<file path="src/rtl/cpl_pkg.sv">
// Shared types and default widths for the completion operation demux slice.
// Record types describe the default configuration; parameterised modules derive their own widths.
package cpl_pkg;

   localparam int unsigned CPL_SELECT_WIDTH      = 2;
   localparam int unsigned CPL_QUEUE_INDEX_WIDTH = 13;
   localparam int unsigned CPL_REQ_TAG_WIDTH     = 7;
   localparam int unsigned CPL_SIZE              = 32;
   localparam int unsigned CPL_DATA_WIDTH        = CPL_SIZE * 8;

   typedef struct packed {
      logic [CPL_REQ_TAG_WIDTH-1:0] tag;
      logic                         full;
      logic                         error;
   } cpl_status_t;

   typedef struct packed {
      logic [CPL_QUEUE_INDEX_WIDTH-1:0] queue;
      logic [CPL_REQ_TAG_WIDTH-1:0]     tag;
      logic [CPL_DATA_WIDTH-1:0]        data;
   } cpl_req_t;

   // Packed status record width for an arbitrary tag width: {tag, full, error}.
   function automatic int unsigned cpl_status_width(input int unsigned tag_w);
      return tag_w + 2;
   endfunction

endpackage

</file>
<file path="src/rtl/cpl_status_fifo.sv">
// Small synchronous FIFO holding returned completion statuses for one downstream port.
// Pointers carry one extra wrap bit so full and empty are distinguished without a counter.
module cpl_status_fifo #(
   parameter int unsigned DEPTH = 4,
   parameter int unsigned WIDTH = 9
) (
   input  logic             clk,
   input  logic             rst_n,
   input  logic             i_push,
   input  logic [WIDTH-1:0] i_wdata,
   input  logic             i_pop,
   output logic [WIDTH-1:0] o_rdata,
   output logic             o_empty,
   output logic             o_full
);

   localparam int unsigned AW = $clog2(DEPTH);

   logic [AW:0]      r_wr_ptr;
   logic [AW:0]      r_rd_ptr;
   logic [WIDTH-1:0] r_mem [DEPTH];
   logic             w_do_push;
   logic             w_do_pop;

   assign o_empty   = (r_wr_ptr == r_rd_ptr);
   assign o_full    = (r_wr_ptr[AW] != r_rd_ptr[AW]) &&
                      (r_wr_ptr[AW-1:0] == r_rd_ptr[AW-1:0]);
   assign w_do_push = i_push && !o_full;
   assign w_do_pop  = i_pop && !o_empty;
   assign o_rdata   = r_mem[r_rd_ptr[AW-1:0]];

   always_ff @(posedge clk or negedge rst_n) begin
      if (!rst_n) begin
         r_wr_ptr <= '0;
         r_rd_ptr <= '0;
      end else begin
         if (w_do_push) r_wr_ptr <= r_wr_ptr + (AW+1)'(1);
         if (w_do_pop)  r_rd_ptr <= r_rd_ptr + (AW+1)'(1);
      end
   end

   always_ff @(posedge clk) begin
      if (w_do_push) r_mem[r_wr_ptr[AW-1:0]] <= i_wdata;
   end

endmodule

</file>
<file path="src/rtl/cpl_op_demux.sv">
// Steers completion requests to PORTS write modules by select field and merges their
// status returns (plus invalid-select errors) into one round-robin arbitrated status stream.
module cpl_op_demux
   import cpl_pkg::*;
#(
   parameter int unsigned PORTS             = 2,
   parameter int unsigned SELECT_WIDTH      = CPL_SELECT_WIDTH,
   parameter int unsigned QUEUE_INDEX_WIDTH = CPL_QUEUE_INDEX_WIDTH,
   parameter int unsigned REQ_TAG_WIDTH     = CPL_REQ_TAG_WIDTH,
   parameter int unsigned CPL_SIZE          = cpl_pkg::CPL_SIZE,
   parameter int unsigned STATUS_FIFO_DEPTH = 4
) (
   input  logic                                 clk,
   input  logic                                 rst_n,

   input  logic [SELECT_WIDTH-1:0]              s_axis_req_sel,
   input  logic [QUEUE_INDEX_WIDTH-1:0]         s_axis_req_queue,
   input  logic [REQ_TAG_WIDTH-1:0]             s_axis_req_tag,
   input  logic [CPL_SIZE*8-1:0]                s_axis_req_data,
   input  logic                                 s_axis_req_valid,
   output logic                                 s_axis_req_ready,

   output logic [PORTS*QUEUE_INDEX_WIDTH-1:0]   m_axis_req_queue,
   output logic [PORTS*REQ_TAG_WIDTH-1:0]       m_axis_req_tag,
   output logic [PORTS*CPL_SIZE*8-1:0]          m_axis_req_data,
   output logic [PORTS-1:0]                     m_axis_req_valid,
   input  logic [PORTS-1:0]                     m_axis_req_ready,

   input  logic [PORTS*REQ_TAG_WIDTH-1:0]       s_axis_req_status_tag,
   input  logic [PORTS-1:0]                     s_axis_req_status_full,
   input  logic [PORTS-1:0]                     s_axis_req_status_error,
   input  logic [PORTS-1:0]                     s_axis_req_status_valid,

   output logic [REQ_TAG_WIDTH-1:0]             m_axis_req_status_tag,
   output logic                                 m_axis_req_status_full,
   output logic                                 m_axis_req_status_error,
   output logic                                 m_axis_req_status_valid,

   output logic                                 status_unexpected
);

   localparam int unsigned DATA_WIDTH = CPL_SIZE * 8;
   localparam int unsigned SRC        = PORTS + 1;
   localparam int unsigned PTR_W      = $clog2(SRC);
   localparam int unsigned CNT_W      = $clog2(STATUS_FIFO_DEPTH) + 1;
   localparam int unsigned STAT_W     = cpl_status_width(REQ_TAG_WIDTH);
   localparam logic [CNT_W-1:0] OUTST_MAX = CNT_W'(STATUS_FIFO_DEPTH);

   // Request path state
   logic [PORTS-1:0]                         r_req_valid;
   logic [PORTS-1:0][QUEUE_INDEX_WIDTH-1:0]  r_req_queue;
   logic [PORTS-1:0][REQ_TAG_WIDTH-1:0]      r_req_tag;
   logic [PORTS-1:0][DATA_WIDTH-1:0]         r_req_data;
   logic [PORTS-1:0][CNT_W-1:0]              r_outst;

   // Error slot, arbiter and status output state
   logic                                     r_err_valid;
   logic [REQ_TAG_WIDTH-1:0]                 r_err_tag;
   logic [PTR_W-1:0]                         r_rr_ptr;
   logic                                     r_stat_valid;
   logic [REQ_TAG_WIDTH-1:0]                 r_stat_tag;
   logic                                     r_stat_full;
   logic                                     r_stat_error;
   logic                                     r_unexpected;

   logic [PORTS-1:0]                         w_sel_hit;
   logic [PORTS-1:0]                         w_port_open;
   logic                                     w_sel_ok;
   logic                                     w_err_free;
   logic                                     w_ready;
   logic [PORTS-1:0]                         w_accept;
   logic                                     w_err_accept;

   logic [PORTS-1:0]                         w_fifo_push;
   logic [PORTS-1:0]                         w_fifo_pop;
   logic [PORTS-1:0]                         w_fifo_empty;
   logic [PORTS-1:0]                         w_fifo_full;
   logic [PORTS-1:0][STAT_W-1:0]             w_fifo_wdata;
   logic [PORTS-1:0][STAT_W-1:0]             w_fifo_rdata;

   logic [SRC-1:0]                           w_src_req;
   logic [SRC-1:0]                           w_req_rot;
   logic                                     w_grant_any;
   logic [PTR_W-1:0]                         w_grant_idx;
   logic [PTR_W:0]                           w_sum;
   logic                                     w_err_pop;
   logic [STAT_W-1:0]                        w_grant_stat;
   logic [PTR_W-1:0]                         w_ptr_next;

   // ---------------------------------------------------------------- request path
   always_comb begin
      w_sel_hit   = '0;
      w_port_open = '0;
      for (int i = 0; i < PORTS; i++) begin
         w_sel_hit[i]   = (s_axis_req_sel == SELECT_WIDTH'(i));
         w_port_open[i] = (!r_req_valid[i] || m_axis_req_ready[i]) && (r_outst[i] < OUTST_MAX);
      end
   end

   assign w_sel_ok         = |w_sel_hit;
   assign w_err_free       = !r_err_valid || w_err_pop;
   // Ready is forced low while reset is held so nothing is taken during reset.
   assign w_ready          = rst_n && (w_sel_ok ? |(w_sel_hit & w_port_open) : w_err_free);
   assign w_accept         = (s_axis_req_valid && w_ready) ? w_sel_hit : '0;
   assign w_err_accept     = s_axis_req_valid && w_ready && !w_sel_ok;
   assign s_axis_req_ready = w_ready;

   always_ff @(posedge clk or negedge rst_n) begin
      if (!rst_n) begin
         r_req_valid <= '0;
         r_req_queue <= '0;
         r_req_tag   <= '0;
         r_req_data  <= '0;
      end else begin
         for (int i = 0; i < PORTS; i++) begin
            if (w_accept[i]) begin
               r_req_valid[i] <= 1'b1;
               r_req_queue[i] <= s_axis_req_queue;
               r_req_tag[i]   <= s_axis_req_tag;
               r_req_data[i]  <= s_axis_req_data;
            end else if (m_axis_req_ready[i]) begin
               r_req_valid[i] <= 1'b0;
            end
         end
      end
   end

   assign m_axis_req_valid = r_req_valid;
   assign m_axis_req_queue = r_req_queue;
   assign m_axis_req_tag   = r_req_tag;
   assign m_axis_req_data  = r_req_data;

   // Outstanding counters bound each FIFO's occupancy, so status pushes never need backpressure.
   always_ff @(posedge clk or negedge rst_n) begin
      if (!rst_n) begin
         r_outst      <= '0;
         r_unexpected <= 1'b0;
      end else begin
         for (int i = 0; i < PORTS; i++) begin
            if (w_accept[i] && !w_fifo_pop[i]) begin
               r_outst[i] <= r_outst[i] + CNT_W'(1);
            end else if (!w_accept[i] && w_fifo_pop[i]) begin
               r_outst[i] <= r_outst[i] - CNT_W'(1);
            end
            if (s_axis_req_status_valid[i] && (r_outst[i] == '0)) r_unexpected <= 1'b1;
         end
      end
   end

   assign status_unexpected = r_unexpected;

   // ---------------------------------------------------------------- status capture
   for (genvar g = 0; g < PORTS; g++) begin : g_fifo
      assign w_fifo_wdata[g] = {s_axis_req_status_tag[g*REQ_TAG_WIDTH +: REQ_TAG_WIDTH],
                                s_axis_req_status_full[g], s_axis_req_status_error[g]};
      assign w_fifo_push[g]  = s_axis_req_status_valid[g] && (r_outst[g] != '0) &&
                               !w_fifo_full[g];

      cpl_status_fifo #(
         .DEPTH (STATUS_FIFO_DEPTH),
         .WIDTH (STAT_W)
      ) u_fifo (
         .clk     (clk),
         .rst_n   (rst_n),
         .i_push  (w_fifo_push[g]),
         .i_wdata (w_fifo_wdata[g]),
         .i_pop   (w_fifo_pop[g]),
         .o_rdata (w_fifo_rdata[g]),
         .o_empty (w_fifo_empty[g]),
         .o_full  (w_fifo_full[g])
      );
   end

   always_ff @(posedge clk or negedge rst_n) begin
      if (!rst_n) begin
         r_err_valid <= 1'b0;
         r_err_tag   <= '0;
      end else if (w_err_accept) begin
         r_err_valid <= 1'b1;
         r_err_tag   <= s_axis_req_tag;
      end else if (w_err_pop) begin
         r_err_valid <= 1'b0;
      end
   end

   // ---------------------------------------------------------------- status merge
   // Rotating the request vector by the pointer turns round-robin into first-set-bit search.
   always_comb begin
      w_src_req    = {r_err_valid, ~w_fifo_empty};
      w_req_rot    = SRC'({w_src_req, w_src_req} >> r_rr_ptr);
      w_grant_any  = 1'b0;
      w_grant_idx  = '0;
      w_sum        = '0;
      for (int unsigned k = 0; k < SRC; k++) begin
         if (!w_grant_any && w_req_rot[k]) begin
            w_grant_any = 1'b1;
            w_sum       = {1'b0, r_rr_ptr} + (PTR_W+1)'(k);
            if (w_sum >= (PTR_W+1)'(SRC)) w_sum = w_sum - (PTR_W+1)'(SRC);
            w_grant_idx = w_sum[PTR_W-1:0];
         end
      end
   end

   always_comb begin
      w_fifo_pop   = '0;
      w_err_pop    = w_grant_any && (w_grant_idx == PTR_W'(PORTS));
      w_grant_stat = {r_err_tag, 1'b0, 1'b1};
      for (int j = 0; j < PORTS; j++) begin
         w_fifo_pop[j] = w_grant_any && (w_grant_idx == PTR_W'(j));
         if (w_fifo_pop[j]) w_grant_stat = w_fifo_rdata[j];
      end
      w_ptr_next = (w_grant_idx == PTR_W'(PORTS)) ? '0 : w_grant_idx + PTR_W'(1);
   end

   always_ff @(posedge clk or negedge rst_n) begin
      if (!rst_n) begin
         r_rr_ptr     <= '0;
         r_stat_valid <= 1'b0;
         r_stat_tag   <= '0;
         r_stat_full  <= 1'b0;
         r_stat_error <= 1'b0;
      end else begin
         r_stat_valid <= w_grant_any;
         if (w_grant_any) begin
            r_rr_ptr     <= w_ptr_next;
            r_stat_tag   <= w_grant_stat[STAT_W-1:2];
            r_stat_full  <= w_grant_stat[1];
            r_stat_error <= w_grant_stat[0];
         end
      end
   end

   assign m_axis_req_status_valid = r_stat_valid;
   assign m_axis_req_status_tag   = r_stat_tag;
   assign m_axis_req_status_full  = r_stat_full;
   assign m_axis_req_status_error = r_stat_error;

endmodule

</file>
<file path="config.mk">
export PLATFORM = sky130hd
export DESIGN_NAME = cpl_op_demux
export DESIGN_NICKNAME = d
export VERILOG_FILES = /design/src/rtl/cpl_pkg.sv /design/src/rtl/cpl_status_fifo.sv /design/src/rtl/cpl_op_demux.sv
export SDC_FILE = /design/constraint.sdc
export NUM_CORES = 1
export LEC_CHECK = 0
export ABC_AREA = 1
export CORE_AREA = 2 2 335 337
export CTS_CLUSTER_SIZE = 14
export DETAILED_ROUTE_END_ITERATION = 8
export DIE_AREA = 0 0 337 339
export PLACE_DENSITY_LB_ADDON = 0.08
export REMOVE_ABC_BUFFERS = 1
export SKIP_CTS_REPAIR_TIMING = 1
export SYNTH_ARGS = -nofsm -noshare
export SYNTH_HDL_FRONTEND = slang
export SYNTH_SLANG_ARGS = --single-unit
</file>
<file path="constraint.sdc">
create_clock -name clk -period 8.07 [get_ports clk]
set_input_delay 1.2105 -clock clk [delete_from_list [all_inputs] [get_ports clk]]
set_output_delay 1.2105 -clock clk [all_outputs]
set_load 0.01 [all_outputs]
</file>
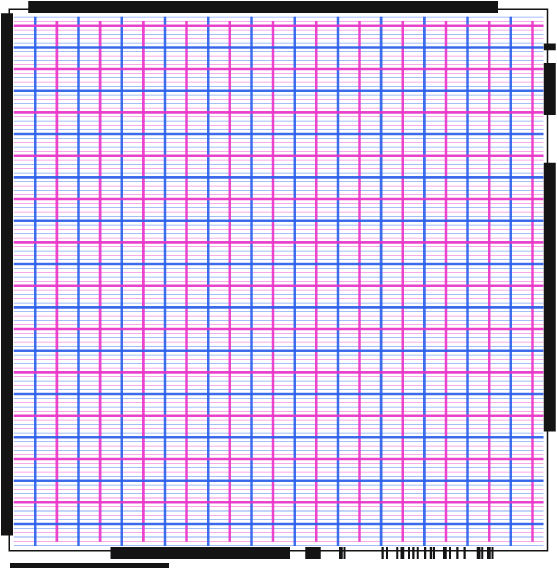
Fig. 1. Power grid (run 1).
The bar under the picture is 100 um long. Pins as bars on the die edge.
VSS -> blue
VDD -> magenta
met4 straps = 24
signal pins = 869

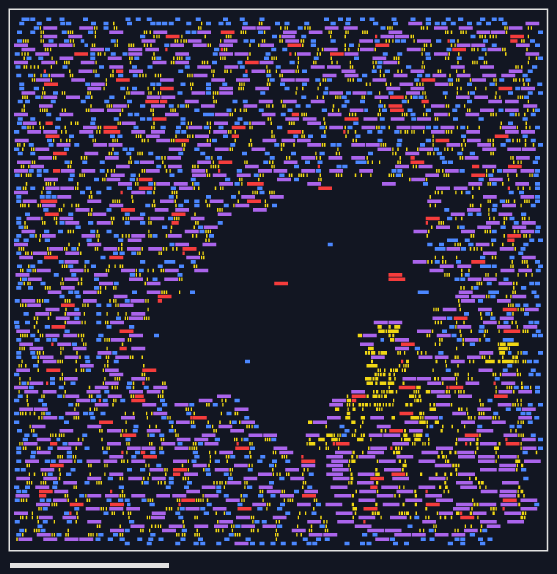
Fig. 2. Cell classes on the final placement (run 1).
The bar under the picture is 100 um long.
clock drivers and dummy loads -> red  # cells 148
combinational and other logic -> yellow  # cells 2007
sequential cells -> purple  # cells 665
remaining buffers and delay cells -> blue  # cells 888

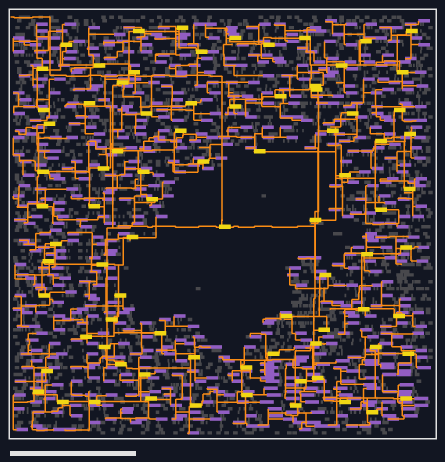
Fig. 3. Clock network drawn from the DEF (run 1).
The bar under the picture is 100 um long.
clock drivers -> yellow  # count 82
clock wires -> orange  # length 11100 um
flip-flops -> purple  # count 665
routed clock nets = 83

==> metrics.sh, run 1 <==
WORSTSKEWPAIRLATENCY_NS=0.66
CRIT_PATH_END_KIND='output pin'
TIMING.CRITICAL_PATH.REQUIRED_NS=6.86
GLOBAL_ROUTE.OVERFLOW_TOTAL=0
N_ALL_INVERTERS=51
LARGEST_REGISTER_FF_COUNT=512
SYNTH.COMB.LARGEST_FAMILY='simple AND/OR/NAND/NOR gates'
IO_BUFFERS=868
AVGSYNTHCELLAREA_UM2=9.29
POWER.IR.VDD_WORST_mV=0.168
PLACED_CELLS_INCL_TAPS=5048
SYNTH.CELLMIX.ADDERSHARE_PCT=0.923
YOSYSCHIPAREA_UM2=26000
GRT_SETUP_UNREPAIRED='no'
POWER.SHARE.COMBINATIONAL_PCT=41.3
WORSTSETUPPATHDEPTH=15
LAYOUT.CELLS.MOST_COMMON='sky130_fd_sc_hd__nand2_1'
SHARE_OF_ASYNC_SETTABLE_OR_ASYNC_RESETTABLE_FLOPS_AFTER_SYNTHESIS_PCT=89.2
CRIT_FANOUT=12
MOSTFREQUENTLAYOUTCELLS='sky130_fd_sc_hd__nand2_1, sky130_fd_sc_hd__clkdlybuf4s50_1, sky130_fd_sc_hd__dfrtp_1'
RUN_STATUS='finished, final reports clean'
YS_WARN_COUNT=0
SETUP-TNS-FINAL_NS=0
CELL_INTERNAL_PWR_mW=10.4
POST-ROUTE-UTIL_PCT=35.1
CLKPWRFRAC_PCT=23.2
MET1_LENGTH_UM=43300
GRTUSAGEMET1_PCT=21.9
SYNTH_FLOP_COUNT=665
XOR_SHARE_PCT=0.500
POWER.SWITCHING_mW=5.85
SETUP.WORST_PATH.START='g_fifo[1].u_fifo.r_rd_ptr[1]'
MAX-CLOCK-PATH-BUFFERS=3
CRIT_ARRIVAL_NS=3.49
FINAL_MAX_SLEW_VIOL_COUNT=0
DETAIL_PLACEMENT_HPWL_UM=76600
LAYOUT-DRIVE-GT1-SHARE_PCT=4.37
CTS-ROOT-BUF='sky130_fd_sc_hd__clkbuf_16'
MET3ROUTEDLENGTH_UM=9010
FINALNONFILLERCELLS=5209
CRIT_PATH_TOP_DELAY_CELL='sky130_fd_sc_hd__dfrtp_1'
==> run 2, diff against run 1 <==
==> constraint.sdc (replaced) <==
create_clock -name clk -period 3.8 [get_ports clk]
set_input_delay 0.57 -clock clk [delete_from_list [all_inputs] [get_ports clk]]
set_output_delay 0.57 -clock clk [all_outputs]
set_load 0.01 [all_outputs]
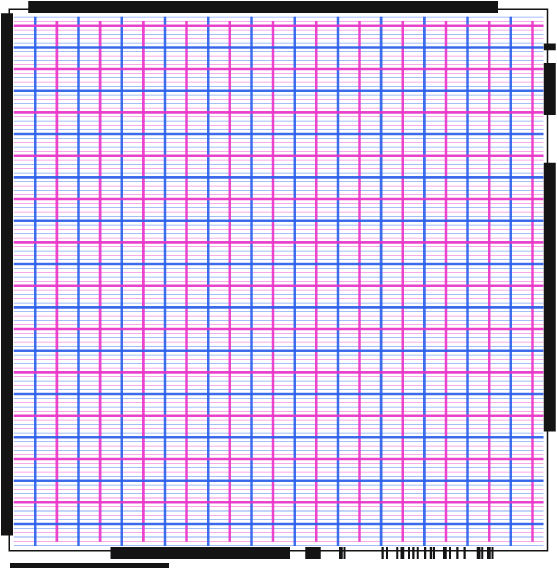
Fig. 4. Power grid (run 2).
The bar under the picture is 100 um long. Pins as bars on the die edge.
VDD -> magenta
VSS -> blue
signal pins = 869
rows = 122

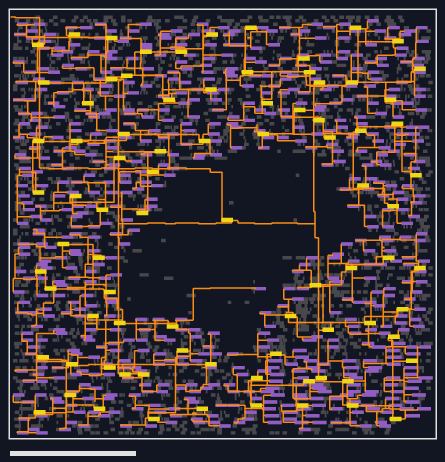
Fig. 5. Clock network drawn from the DEF (run 2).
The bar under the picture is 100 um long.
clock drivers -> yellow  # count 83
clock wires -> orange  # length 11000 um
flip-flops -> purple  # count 665
routed clock nets = 84
flops lie = widely spread

==> run 2 against run 1 <==
Effect of this change:
- sequential power increased by 110%
- global-route usage decreased by 0.066 points
- non-clock buffer count increased by 32
- clock power increased by 110%
- core utilization increased by 0.30 points
- area after synthesis unchanged
- clock skew decreased by 0.018 ns
- sequential share of layout area decreased by 0.37 points
- setup slack got worse by 2.8 ns
- register-to-register slack got worse by 3.2 ns
- power increased by 110%
- critical path depth increased by 1
- critical endpoint unchanged
- highest routed layer unchanged
==> metrics.sh, run 2 <==
RUN_STATUS='finished, final reports clean'  # unchanged
SETUP.WORST_PATH.START='g_fifo[0].u_fifo.r_wr_ptr[1]'  # was g_fifo[1].u_fifo.r_rd_ptr[1]
CRIT_PATH_TOP_DELAY_CELL='sky130_fd_sc_hd__dfrtp_1'  # unchanged
MAX-CLOCK-PATH-BUFFERS=3  # unchanged
SYNTH_FLOP_COUNT=665  # unchanged
POWER.IR.VDD_WORST_mV=0.363  # was 0.168 mV
FINAL_MAX_SLEW_VIOL_COUNT=0  # unchanged
WORSTSKEWPAIRLATENCY_NS=0.66  # about the same
IO_BUFFERS=868  # unchanged
PRECTSSETUPSLACK_NS=0.569  # was 3.56 ns
POWER.SWITCHING_mW=12.4  # was 5.85 mW
SYNTH.COMB.LARGEST_FAMILY='simple AND/OR/NAND/NOR gates'  # unchanged
FINALWIRELENGTH_UM=110000  # about the same
MOSTFREQUENTLAYOUTCELLS='sky130_fd_sc_hd__nand2_1, sky130_fd_sc_hd__clkdlybuf4s50_1, sky130_fd_sc_hd__dfrtp_1'  # unchanged
WL_PER_CELL_UM=21.1  # was 21.2 um
MET1_LENGTH_UM=42900  # was 43300 um
TIMING.CRITICAL_PATH.REQUIRED_NS=3.23  # was 6.86 ns
POST-ROUTE-UTIL_PCT=35.4  # was 35.1%
N_ALL_INVERTERS=51  # unchanged
GRTUSAGEMET1_PCT=21.7  # was 21.9%
LARGEST_REGISTER_FF_COUNT=512  # unchanged
CHIP_AREA_UM2=114000  # unchanged
DETAIL_PLACEMENT_HPWL_UM=78500  # was 76600 um
FINAL.CLKBUF_COUNT=130  # was 126
LAYOUT-DRIVE-GT1-SHARE_PCT=5.11  # was 4.37%
CELL_INTERNAL_PWR_mW=22.3  # was 10.4 mW
YS_WARN_COUNT=0  # unchanged
YOSYSCHIPAREA_UM2=26000  # unchanged
XOR_SHARE_PCT=0.500  # unchanged
FINALNONFILLERCELLS=5235  # was 5209
LAYOUT.CELLS.MOST_COMMON='sky130_fd_sc_hd__nand2_1'  # unchanged
AVGSYNTHCELLAREA_UM2=9.29  # unchanged
CRIT_PATH_END_KIND='output pin'  # unchanged
CTS-ROOT-BUF='sky130_fd_sc_hd__clkbuf_16'  # unchanged
PLACEABLECOREAREA_UM2=110000  # unchanged
CTS_MADE_BUFFERS=83  # was 82
FIRST_GLOBAL_VIAS=21900  # was 22100
SYNTH.CELLMIX.ADDERSHARE_PCT=0.923  # unchanged
CRIT_FANOUT=5  # was 12
CLKPWRFRAC_PCT=22.9  # was 23.2%
SETUP-TNS-FINAL_NS=0  # unchanged
GRT_SETUP_UNREPAIRED='no'  # unchanged
MET3ROUTEDLENGTH_UM=8950  # was 9010 um
SHARE_OF_ASYNC_SETTABLE_OR_ASYNC_RESETTABLE_FLOPS_AFTER_SYNTHESIS_PCT=89.2  # unchanged
POWER.SHARE.COMBINATIONAL_PCT=41.6  # was 41.3%
GLOBAL_ROUTE.OVERFLOW_TOTAL=0  # unchanged
CRIT_ARRIVAL_NS=2.70  # was 3.49 ns
==> run 3, diff against run 2 <==
--- a/config.mk
+++ b/config.mk
@@ -10,8 +10,9 @@
 export CTS_CLUSTER_SIZE = 14
 export DETAILED_ROUTE_END_ITERATION = 8
 export DIE_AREA = 0 0 337 339
-export PLACE_DENSITY_LB_ADDON = 0.08
+export PLACE_DENSITY_LB_ADDON = 0.1
 export REMOVE_ABC_BUFFERS = 1
+export SETUP_SLACK_MARGIN = 0.1
 export SKIP_CTS_REPAIR_TIMING = 1
 export SYNTH_ARGS = -nofsm -noshare
 export SYNTH_HDL_FRONTEND = slang
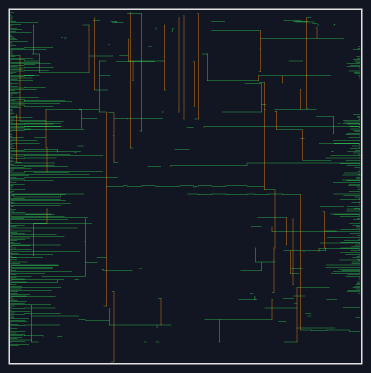
Fig. 6. Routed metal, one color a layer (run 3).
Only two layers are drawn.
metal 3 -> green  # wire length 8600 um
metal 4 -> orange  # wire length 2450 um

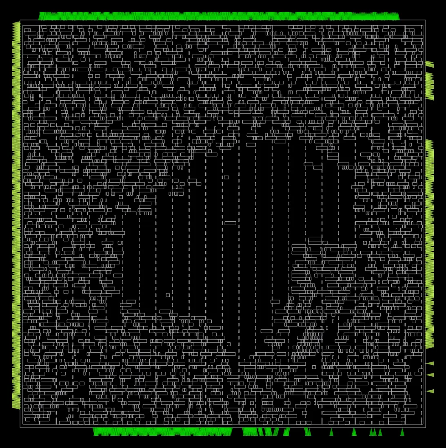
Fig. 7. Cell outlines without signal wires (run 3).
utilization after layout: 35.4%
# fillers: 11400
Core Box Area: 110000 um2
non-filler cells, final: 5238

==> run 3 against run 2 <==
Effect of this change:
- die size stayed put
- core utilization increased by 0.077 points
- first-iteration DRC count rose by 2.6%
- global-route usage is 0.59 points lower
- non-clock buffer count is 2 higher
- fmax is 2.0% higher
- register-to-register slack got worse by 0.11 ns
- largest power group unchanged
==> metrics.sh, run 3 <==
TIMING.CRITICAL_PATH.REQUIRED_NS=3.23  # about the same
YOSYSCHIPAREA_UM2=26000  # unchanged
LARGEST_REGISTER_FF_COUNT=512  # unchanged
TRITONCTS='done'  # unchanged
WL_PER_CELL_UM=20.4  # was 21.1 um
CELL_INTERNAL_PWR_mW=22.2  # was 22.3 mW
CTSHTREEMAXLEVEL=3  # unchanged
YS_WARN_COUNT=0  # unchanged
POWER.SHARE.SWITCHING_PCT=35.5  # was 35.8%
CRIT_PATH_END_KIND='output pin'  # unchanged
N_ALL_INVERTERS=51  # unchanged
LAYOUT.CELLS.MOST_COMMON='sky130_fd_sc_hd__nand2_1'  # unchanged
SYNTH.CELLMIX.ADDERSHARE_PCT=0.923  # unchanged
GRTUSAGEMET1_PCT=21.4  # was 21.7%
LAYOUT-DRIVE-GT1-SHARE_PCT=5.32  # was 5.11%
POWER.IR.VDD_WORST_mV=0.365  # was 0.363 mV
POWER.SHARE.COMBINATIONAL_PCT=41.5  # was 41.6%
SETUP-TNS-FINAL_NS=0  # unchanged
FIRST_GLOBAL_VIAS=21900  # about the same
PRECTSSETUPSLACK_NS=0.469  # was 0.569 ns
CLKPWRFRAC_PCT=22.9  # about the same
MET1_LENGTH_UM=41900  # was 42900 um
WORSTSETUPPATHDEPTH=16  # unchanged
CRIT_PATH_TOP_DELAY_CELL='sky130_fd_sc_hd__dfrtp_1'  # unchanged
SHARE_OF_ASYNC_SETTABLE_OR_ASYNC_RESETTABLE_FLOPS_AFTER_SYNTHESIS_PCT=89.2  # unchanged
CRIT_ARRIVAL_NS=2.64  # was 2.70 ns
FINALWIRELENGTH_UM=107000  # was 110000 um
SETUP.WORST_PATH.START='g_fifo[0].u_fifo.r_rd_ptr[1]'  # was g_fifo[0].u_fifo.r_wr_ptr[1]
POWER.SWITCHING_mW=12.3  # was 12.4 mW
CTS-ROOT-BUF='sky130_fd_sc_hd__clkbuf_16'  # unchanged
DETAIL_PLACEMENT_HPWL_UM=75600  # was 78500 um
CRIT_FANOUT=8  # was 5
RUN_STATUS='finished, final reports clean'  # unchanged
MOSTFREQUENTLAYOUTCELLS='sky130_fd_sc_hd__nand2_1, sky130_fd_sc_hd__clkdlybuf4s50_1, sky130_fd_sc_hd__dfrtp_1'  # unchanged
GLOBAL_ROUTE.OVERFLOW_TOTAL=0  # unchanged
MET3ROUTEDLENGTH_UM=8600  # was 8950 um
AVGSYNTHCELLAREA_UM2=9.29  # unchanged
FIRST_PASS_ITERS=5  # unchanged
FINAL.CLKBUF_COUNT=113  # was 130
CTS_MADE_BUFFERS=82  # was 83
SYNTH_FLOP_COUNT=665  # unchanged
CHIP_AREA_UM2=114000  # unchanged
FINAL_MAX_SLEW_VIOL_COUNT=0  # unchanged
XOR_SHARE_PCT=0.500  # unchanged
PLACED_CELLS_INCL_TAPS=5080  # was 5078
WORSTSKEWPAIRLATENCY_NS=0.65  # was 0.66 ns
IO_BUFFERS=868  # unchanged
MAX-CLOCK-PATH-BUFFERS=3  # unchanged
Power figures rest on the tool's default switching activity, not on a simulated workload.
